## config.mk

```make
export PLATFORM = sky130hd
export DESIGN_NAME = yuv444_to_422_packer
export DESIGN_NICKNAME = d
export VERILOG_FILES = /design/src/rtl/yuv444_to_422_packer.sv
export SDC_FILE = /design/constraint.sdc
export NUM_CORES = 1
export LEC_CHECK = 0
export ABC_AREA = 0
export CAP_MARGIN = 25
export CORE_UTILIZATION = 56
export DETAILED_ROUTE_END_ITERATION = 7
export PLACE_DENSITY_LB_ADDON = 0.1
export SLEW_MARGIN = 20
export SYNTH_ARGS = -nofsm -noshare
export SYNTH_HDL_FRONTEND = slang
export SYNTH_SLANG_ARGS = --single-unit
```

## constraint.sdc

```tcl
create_clock -name clk -period 3.1 [get_ports clk]
set_input_delay 0.62 -clock clk [delete_from_list [all_inputs] [get_ports clk]]
set_output_delay 0.62 -clock clk [all_outputs]
set_load 0.1 [all_outputs]
```

## src/rtl/yuv444_to_422_packer.sv

```systemverilog
// Packs a 4:4:4 YCbCr pixel stream into 4:2:2 beats (Y plus alternating chroma).
// Define YUV422_CHROMA_AVG_EN to average pair chroma; otherwise chroma is co-sited.
module yuv444_to_422_packer #(
    parameter int unsigned DW       = 8,
    parameter bit          CB_FIRST = 1'b1
) (
    input  logic              clk,
    input  logic              rstn,
    input  logic              in_valid,
    input  logic [3*DW-1:0]   in_data,
    input  logic              in_sof,
    input  logic              in_eol,
    output logic              out_valid,
    output logic [2*DW-1:0]   out_data,
    output logic              out_sof,
    output logic              out_eol,
    output logic              out_err
);

    typedef enum logic {PhEven, PhOdd} phase_e;

    phase_e          phase_q;
    logic [DW-1:0]   y0_q, cb0_q, cr0_q;
    logic            sof0_q;
    logic            hold_valid_q;
    logic [2*DW-1:0] hold_data_q;
    logic            hold_sof_q, hold_eol_q;

    logic [DW-1:0]   y_in, cb_in, cr_in;
    logic [DW-1:0]   pair_cb, pair_cr, chroma_a, chroma_b, lone_a;
    logic            pair_odd, lone, start, resync;

`ifdef YUV422_CHROMA_AVG_EN
    function automatic logic [DW-1:0] avg(input logic [DW-1:0] a, input logic [DW-1:0] b);
        logic [DW:0] s;
        s = {1'b0, a} + {1'b0, b} + {{DW{1'b0}}, 1'b1};
        return s[DW:1];
    endfunction
`endif

    always_comb begin
        y_in  = in_data[0*DW +: DW];
        cb_in = in_data[1*DW +: DW];
        cr_in = in_data[2*DW +: DW];

        // An sof in ODD phase abandons the pending pixel and restarts as EVEN.
        pair_odd = in_valid && (phase_q == PhOdd) && !in_sof;
        lone     = in_valid && in_eol && ((phase_q == PhEven) || in_sof);
        start    = in_valid && !in_eol && ((phase_q == PhEven) || in_sof);
        resync   = in_valid && in_sof && (phase_q == PhOdd);

`ifdef YUV422_CHROMA_AVG_EN
        pair_cb = avg(cb0_q, cb_in);
        pair_cr = avg(cr0_q, cr_in);
`else
        pair_cb = cb0_q;
        pair_cr = cr0_q;
`endif
        chroma_a = CB_FIRST ? pair_cb : pair_cr;
        chroma_b = CB_FIRST ? pair_cr : pair_cb;
        lone_a   = CB_FIRST ? cb_in : cr_in;
    end

    always_ff @(posedge clk or negedge rstn) begin
        if (!rstn) begin
            phase_q      <= PhEven;
            y0_q         <= '0;
            cb0_q        <= '0;
            cr0_q        <= '0;
            sof0_q       <= 1'b0;
            hold_valid_q <= 1'b0;
            hold_data_q  <= '0;
            hold_sof_q   <= 1'b0;
            hold_eol_q   <= 1'b0;
            out_valid    <= 1'b0;
            out_data     <= '0;
            out_sof      <= 1'b0;
            out_eol      <= 1'b0;
            out_err      <= 1'b0;
        end else begin
            out_err <= resync;

            if (pair_odd || lone) begin
                phase_q <= PhEven;
            end else if (start) begin
                phase_q <= PhOdd;
            end

            if (start) begin
                y0_q   <= y_in;
                cb0_q  <= cb_in;
                cr0_q  <= cr_in;
                sof0_q <= in_sof;
            end

            // The holding register is never valid in a cycle with an odd accept,
            // so the even beat and the held beat cannot collide.
            if (pair_odd) begin
                out_valid <= 1'b1;
                out_data  <= {chroma_a, y0_q};
                out_sof   <= sof0_q;
                out_eol   <= 1'b0;
            end else if (hold_valid_q) begin
                out_valid <= 1'b1;
                out_data  <= hold_data_q;
                out_sof   <= hold_sof_q;
                out_eol   <= hold_eol_q;
            end else begin
                out_valid <= 1'b0;
                out_sof   <= 1'b0;
                out_eol   <= 1'b0;
            end

            if (pair_odd) begin
                hold_valid_q <= 1'b1;
                hold_data_q  <= {chroma_b, y_in};
                hold_sof_q   <= 1'b0;
                hold_eol_q   <= in_eol;
            end else if (lone) begin
                hold_valid_q <= 1'b1;
                hold_data_q  <= {lone_a, y_in};
                hold_sof_q   <= in_sof;
                hold_eol_q   <= 1'b1;
            end else begin
                hold_valid_q <= 1'b0;
            end
        end
    end

endmodule

```

**Run 1: placement by cell class**

The bar under the picture is 20 µm long.
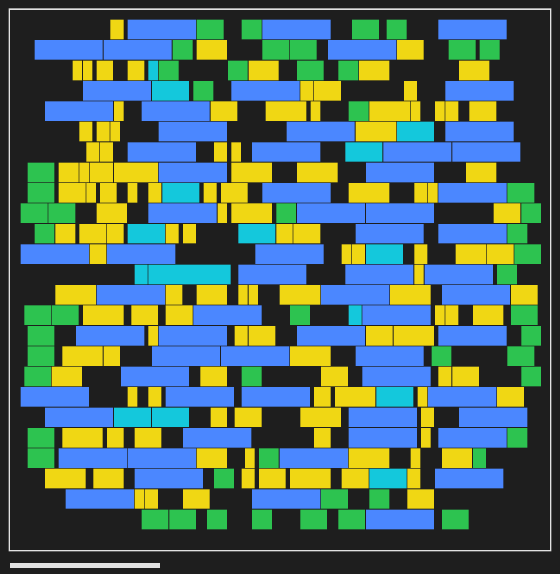
other buffers and delay cells -> green  # cells 53
clock drivers and dummy loads -> cyan  # cells 15
flip-flops -> blue  # cells 65
all other logic -> yellow  # cells 123

**Run 1: the metal 1 layer**

Supply wires on this layer in gray. Cells faint in the background.
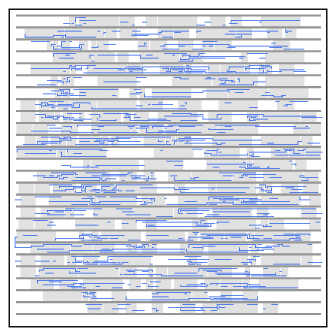
longest straight run = 31.3 µm
nets with wire on the layer = 255
main direction = horizontal
wire length on this layer = 2,440 µm
share of all routed wire = 51%

**Run 1: cell sizes after repair**

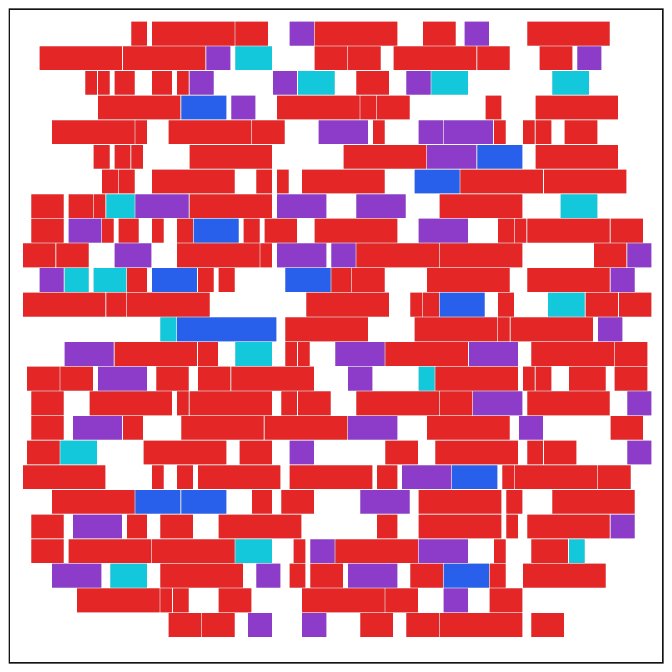
drive 2 -> cyan  # cells 16, share 6.3%
drive 3 to 4 -> purple  # cells 48, share 19%
drive 1 or less -> red  # cells 180, share 70%
drive 6 and up -> blue  # cells 12, share 4.7%

==> results.ini, run 1 <==
[route]
route.layer.met1.wl_um=2440
route.met3.wl_um=169
totalWireLength_um=4800
highest_layer=met4

[placement]
port_buffers=48
dp_cells=308
place.gp.congestion=0.716
dp_slack_ps=520

[setup_path]
endpoint_kind=register
cp-start-kind=input port
worst_path_largest_cell_delay_ps=650
critPathMaxFanout=14

[floorplan]
core_area_mm2=0.00472
fp.dieW_um=72.0
dieHeight_um=72.0
initial_core_util=0.580

[power_and_ir_drop]
p_comb_mw=0.892
sequentialPower_mw=1.12
peakVddDrop_uv=405
pwr-share-comb=0.329
p_sw_mw=1.02

[synth]
ys_types=26
syn_nets=227
netlist_instances=198
simple_gate_area_frac=0.0844
yosysSeqAreaShare=0.593
ys_warn_count=0

[finish]
fin_nets=281
fin_cells=323
final_util=0.719
lay_top_cells=65 x dfrtp_1, 27 x clkdlybuf4s50_1, 25 x buf_4
n_all_inverters=3
n_antenna_cell=0
drive_above_1_share=0.297
clk_share=0.0575
syn2layout_area_growth_pct=23.8

[global_route]
grt_overflow_total=0

[run_status]
outcome=completed

[clocking]
numCtsBuffers=9

[final_timing]
finalClockPeriodUsage=0.722
hold_ws_ps=355

## Run 2: what changed since run 1
--- a/config.mk
+++ b/config.mk
@@ -7,7 +7,7 @@
 export LEC_CHECK = 0
 export ABC_AREA = 0
 export CAP_MARGIN = 25
-export CORE_UTILIZATION = 56
+export CORE_UTILIZATION = 52
 export DETAILED_ROUTE_END_ITERATION = 7
 export PLACE_DENSITY_LB_ADDON = 0.1
 export SLEW_MARGIN = 20
==> constraint.sdc (replaced) <==
create_clock -name clk -period 2.23 [get_ports clk]
set_input_delay 0.446 -clock clk [delete_from_list [all_inputs] [get_ports clk]]
set_output_delay 0.446 -clock clk [all_outputs]
set_load 0.1 [all_outputs]
**Run 2: placement by cell class**

The bar under the picture is 20 µm long.
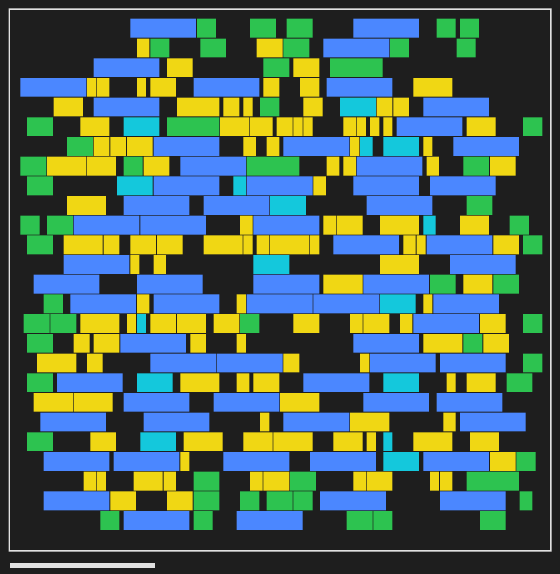
flip-flops -> blue  # cells 65
all other logic -> yellow  # cells 123
other buffers and delay cells -> green  # cells 55
clock drivers and dummy loads -> cyan  # cells 16

==> results.ini, run 2 <==
[synth]
syn_nets=227
ys_warn_count=0
yosysSeqAreaShare=0.593
netlist_instances=198
ys_sh_xor=0
edf_count=0
simple_gate_area_frac=0.0844
ys_area_mm2=0.00274
ys_types=26

[finish]
clk_share=0.0505
final_util=0.674
fill_cells=396
n_antenna_cell=0
fin_nets=283
syn2layout_area_growth_pct=25.6
fin_cells=329
sh_seq_area=0.473
drive_above_1_share=0.301
n_all_inverters=3
logic_area_mm2=0.00101

[placement]
port_buffers=48
place.gp.congestion=0.797
dp_cells=313
dp_slack_ps=173

[global_route]
grt_overflow_total=0
globalRouteMet1Util=0.281

[route]
post-route-drc-count=0
route.met3.wl_um=271
totalWireLength_um=4940
route.layer.met1.wl_um=2350
highest_layer=met4

[power_and_ir_drop]
pwr-share-comb=0.343
peakVddDrop_uv=627
powerClk_mw=0.876
p_sw_mw=1.43
sequentialPower_mw=1.54
p_comb_mw=1.27

[setup_path]
path_buffers=2
endpoint_kind=register
cp-start-kind=input port
worst_path_largest_cell_delay_ps=530
critPathMaxFanout=10
worstSetupPathType=input port to register

[floorplan]
core_area_mm2=0.00511
fp.dieW_um=74.6
dieHeight_um=74.6
initial_core_util=0.537

[run_status]
outcome=completed

[final_timing]
finalClockPeriodUsage=0.778
hold_ws_ps=112
relSlewSlack=0.669

[clocking]
cts_resized=0
h-tree-depth=3

No activity file was given, so power comes from the tool's default toggle rates.
